[src/rtl/stream_fifo_arbiter.sv]
// Two-requester round-robin burst arbiter feeding a shared streaming FIFO.
// A requester is granted only when the FIFO can absorb a complete burst.
module stream_fifo_arbiter #(
  parameter int WIDTH = 8,
  parameter int DEPTH = 4096,
  parameter int CNT_W = 13,
  parameter int BURST = 16
) (
  input  logic             ap_clk,
  input  logic             ap_rst_n,
  input  logic [WIDTH-1:0] in0_V_V_TDATA,
  input  logic             in0_V_V_TVALID,
  output logic             in0_V_V_TREADY,
  input  logic [WIDTH-1:0] in1_V_V_TDATA,
  input  logic             in1_V_V_TVALID,
  output logic             in1_V_V_TREADY,
  output logic [WIDTH-1:0] out_V_V_TDATA,
  output logic             out_V_V_TVALID,
  input  logic             out_V_V_TREADY,
  input  logic [CNT_W-1:0] fifo_count,
  output logic             busy,
  output logic             owner,
  output logic [15:0]      stall_cycles
);

  localparam int          BCW         = $clog2(BURST + 1);
  localparam int unsigned SPACE_LIMIT = DEPTH - BURST;

  typedef enum logic [0:0] {
    ST_IDLE  = 1'b0,
    ST_BURST = 1'b1
  } state_e;

  state_e         state_q, state_d;
  logic           owner_q, owner_d;
  logic           rr_ptr_q, rr_ptr_d;
  logic [BCW-1:0] beat_cnt_q, beat_cnt_d;
  logic [15:0]    stall_q, stall_d;

  logic any_req_s;
  logic space_ok_s;
  logic winner_s;
  logic beat_s;

  // An out-of-range occupancy above DEPTH also fails this check, so it reads as "no space".
  assign any_req_s  = in0_V_V_TVALID | in1_V_V_TVALID;
  assign space_ok_s = (32'(fifo_count) <= SPACE_LIMIT);

  // Pass-through steering: only the owner is connected, and only while bursting.
  always_comb begin
    in0_V_V_TREADY = 1'b0;
    in1_V_V_TREADY = 1'b0;
    out_V_V_TVALID = 1'b0;
    out_V_V_TDATA  = owner_q ? in1_V_V_TDATA : in0_V_V_TDATA;
    if (state_q == ST_BURST) begin
      if (owner_q) begin
        out_V_V_TVALID = in1_V_V_TVALID;
        in1_V_V_TREADY = out_V_V_TREADY;
      end else begin
        out_V_V_TVALID = in0_V_V_TVALID;
        in0_V_V_TREADY = out_V_V_TREADY;
      end
    end else begin
      out_V_V_TVALID = 1'b0;
    end
  end

  assign beat_s = out_V_V_TVALID & out_V_V_TREADY;

  // Winner selection, next-state, beat counting and stall accounting.
  always_comb begin
    state_d    = state_q;
    owner_d    = owner_q;
    rr_ptr_d   = rr_ptr_q;
    beat_cnt_d = beat_cnt_q;
    stall_d    = stall_q;
    if (in0_V_V_TVALID && in1_V_V_TVALID) begin
      winner_s = rr_ptr_q;
    end else begin
      winner_s = in1_V_V_TVALID;
    end
    case (state_q)
      ST_IDLE: begin
        if (any_req_s) begin
          if (space_ok_s) begin
            state_d    = ST_BURST;
            owner_d    = winner_s;
            beat_cnt_d = '0;
            rr_ptr_d   = ~winner_s;
          end else if (stall_q != 16'hFFFF) begin
            stall_d = stall_q + 16'd1;
          end else begin
            stall_d = stall_q;
          end
        end else begin
          state_d = ST_IDLE;
        end
      end
      ST_BURST: begin
        if (beat_s) begin
          beat_cnt_d = beat_cnt_q + BCW'(1);
          if (beat_cnt_q == BCW'(BURST - 1)) begin
            state_d = ST_IDLE;
          end else begin
            state_d = ST_BURST;
          end
        end else begin
          state_d = ST_BURST;
        end
      end
      default: begin
        state_d = ST_IDLE;
      end
    endcase
  end

  // State registers; reset abandons any partial burst immediately.
  always_ff @(posedge ap_clk or negedge ap_rst_n) begin
    if (!ap_rst_n) begin
      state_q    <= ST_IDLE;
      owner_q    <= 1'b0;
      rr_ptr_q   <= 1'b0;
      beat_cnt_q <= '0;
      stall_q    <= 16'd0;
    end else begin
      state_q    <= state_d;
      owner_q    <= owner_d;
      rr_ptr_q   <= rr_ptr_d;
      beat_cnt_q <= beat_cnt_d;
      stall_q    <= stall_d;
    end
  end

  assign busy         = (state_q == ST_BURST);
  assign owner        = owner_q;
  assign stall_cycles = stall_q;

endmodule
[config.mk]
export PLATFORM = sky130hd
export DESIGN_NAME = stream_fifo_arbiter
export DESIGN_NICKNAME = d
export VERILOG_FILES = /design/src/rtl/stream_fifo_arbiter.sv
export SDC_FILE = /design/constraint.sdc
export NUM_CORES = 1
export LEC_CHECK = 0
export CAP_MARGIN = 20
export CORE_ASPECT_RATIO = 0.75
export CORE_MARGIN = 2
export CORE_UTILIZATION = 44
export CTS_CLUSTER_DIAMETER = 100
export DETAILED_ROUTE_END_ITERATION = 8
export PLACE_DENSITY = 0.85
export SLEW_MARGIN = 5
export SYNTH_ARGS = -nofsm -noshare
export SYNTH_HDL_FRONTEND = slang
export SYNTH_SLANG_ARGS = --single-unit
[constraint.sdc]
create_clock -name ap_clk -period 5.9 [get_ports ap_clk]
set_clock_uncertainty 0.05 [all_clocks]
set_input_delay 1.77 -clock ap_clk [delete_from_list [all_inputs] [get_ports ap_clk]]
set_output_delay 1.77 -clock ap_clk [all_outputs]
set_load 0.05 [all_outputs]
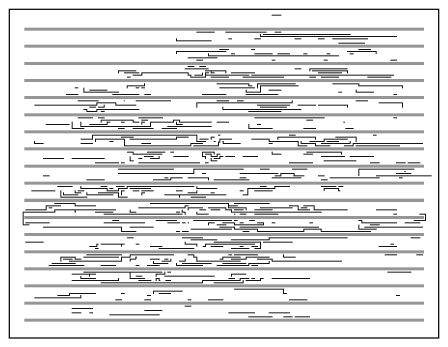
(M1 wires)
Supply wires on this layer in grey.
share of all routed wire	43%
longest straight run	22.5 um
wire length on this layer	1500 um
nets with wire on the layer	196
GRT met1 Usage: 0.273
final wirelength: 3500 um
DR vias: 1248

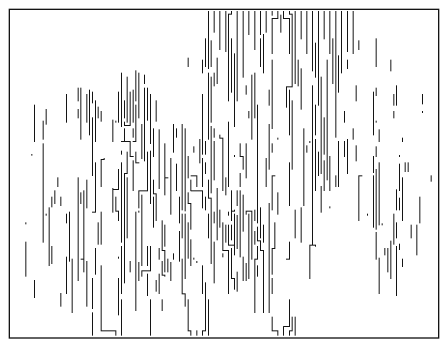
(the metal 2 layer)
nets with wire on the layer	209
share of all routed wire	47%
wire length on this layer	1650 um
main direction	vertical
M2 GR Usage: 0.316

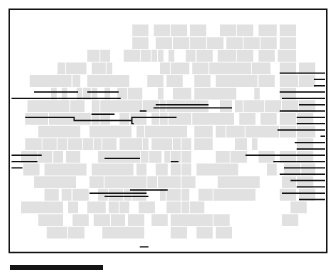
(met3 routing)
Bar = 20 um. Cells faint in the background.
wire length on this layer	313 um
longest straight run	23.2 um
main direction	horizontal
nets with wire on the layer	37
met3 usage: 0.0563

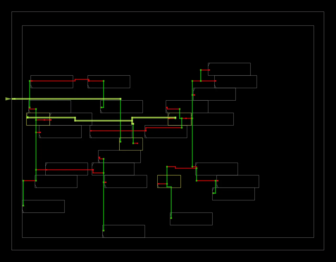
(clock nets)
Clock Buffer Count: 4
clock tree sinks: 24

==> impl_metrics.toml <==
# synthesis and place-and-route metrics
[setup_path]
cp.required_ps = 4080
rr_startpoint = "stall_cycles[0]"
start_kind = "input pin"

[clock_tree]
clockBufferDepth = 2
path_clk_slew_ps = 80
clock_latency_ps = 260
post-cts-setup-buffers = 0
root_buffer = "clkbuf_8"

[synthesis]
async_reset_ff_frac = 1.00
simple_gate_share = 0.242
area_leaders = "dfrtp_1, mux2_2, xnor2_1, and3_1, and4_1"
top_cell = "dfrtp_1"
synth.cellmix.adderShare = 0.0278
edf_count = 0
mux_share = 0.102
syn_nets = 163
synth_cell_type_count = 37
ys_seq_share = 0.444
ys_cells = 126
synth-compound-area-share = 0.0750
ys.flops = 24
synth_chip_area_um2 = 1350
synth.logic.top_family = "simple AND/OR/NAND/NOR gates"
top_cells_by_count = "dfrtp_1, and3_1, nand3_1, xnor2_1, nand2_1"

[power]
p_leak_nw = 0.895
sequentialPower_mw = 0.242
power.switching_mw = 0.305
p_clk_mw = 0.108
swShare = 0.432
p_per_area_nw_per_um2 = 341
p_int_mw = 0.401
vdd.ir_drop.worst_mv = 0.259
clkPwrFrac = 0.154
power.share.sequential = 0.342

[sta]
fin_crit_sh = 0.884
setup_tns_ps = 0
hold_viol = 0
final_max_slew_viol_count = 0

[cells_and_area]
mostFrequentLayoutCell = "clkdlybuf4s50_1"
diodes = 0
nFillCells = 196
mostFrequentLayoutCells = "clkdlybuf4s50_1, dfrtp_1, and3_1, nand3_1, xnor2_1"
final_nets = 229
final_area_um2 = 2070

[place]
gp_congestion = 0.753
dpl_cell_area_um2 = 2000
hpwl_um = 2700
io_buffer_count = 62

[grt]
grt_pass1_vias = 1165
grt_max_degree = 25
antenna_found_initial = 0
overflow = 0

[run]
drv_cap = 0

[floorplan]
fp_util = 0.460
num_rows = 17
die_w_um = 68.0
die_y_um = 52.0

[min_path]
min_from = "stall_cycles[12]"
whs_path_depth = 1

[route]
route.detailed.drc = 0
viasPerCell = 5.45

[run_status]
status = "finished clean"
state kept, by name, indices dropped and copies added, names as in the netlist:
register      count
rr_ptr_q          1
stall_cycles     16
beat_cnt_q        5
busy              1
owner             1
area by class of cell:
type,instances,share of cell area
inverters,3,0.00544
clock buffers,4,0.0266
well taps,38,0.0230
multi-input cells,96,0.346
repair buffers,64,0.309
flip-flops and latches,24,0.290
cell families (layout without fill, tap and decap cells):
family,count (synthesis),count (layout)
muxes,12,12
adders and majority gates,3,3
xor gates and xnor gates,13,13
buffers and inverters,6,71
DFF,24,24
AOI/OAI and AO/OA,12,12
and+or+nand+nor,56,56
routing by layer:
layer,up-vias,GRT usage,wire [um]
met1,607,0.273,1500
met3,2,0.0563,313
met4,0,0.0433,29
li1,587,-,-
met2,52,0.316,1650
met5,-,0,0
worst max path at each step:
stage | start | end | slack, ps
final | in0_V_V_TVALID | out_V_V_TVALID | 690
after global placement | in0_V_V_TVALID | out_V_V_TVALID | 720
after global routing | in0_V_V_TVALID | out_V_V_TVALID | 630
after CTS | in0_V_V_TVALID | out_V_V_TVALID | 680
after detailed placement | in0_V_V_TVALID | out_V_V_TVALID | 690
after floorplan | in1_V_V_TVALID | out_V_V_TVALID | 1510
critical path: stages:
cell and delay [ps]:
clkdlybuf4s50_1 530, mux2i_1 140, nor2b_1 150, clkdlybuf4s50_1 810
through the flow:
stage                     total power [mW]  utilization  worst slack, ps  instances  hold WS [ps]
after floorplan                      0.479            -             1510        126           419
after global placement               0.588        0.683              718        224           429
after detailed placement             0.600        0.683              689        224           438
after CTS                            0.709        0.702              683        228           457
final                                0.706        0.705              686        229           453
after global routing                 0.747        0.705              627        229           477
No activity file was given, so power comes from the tool's default toggle rates.
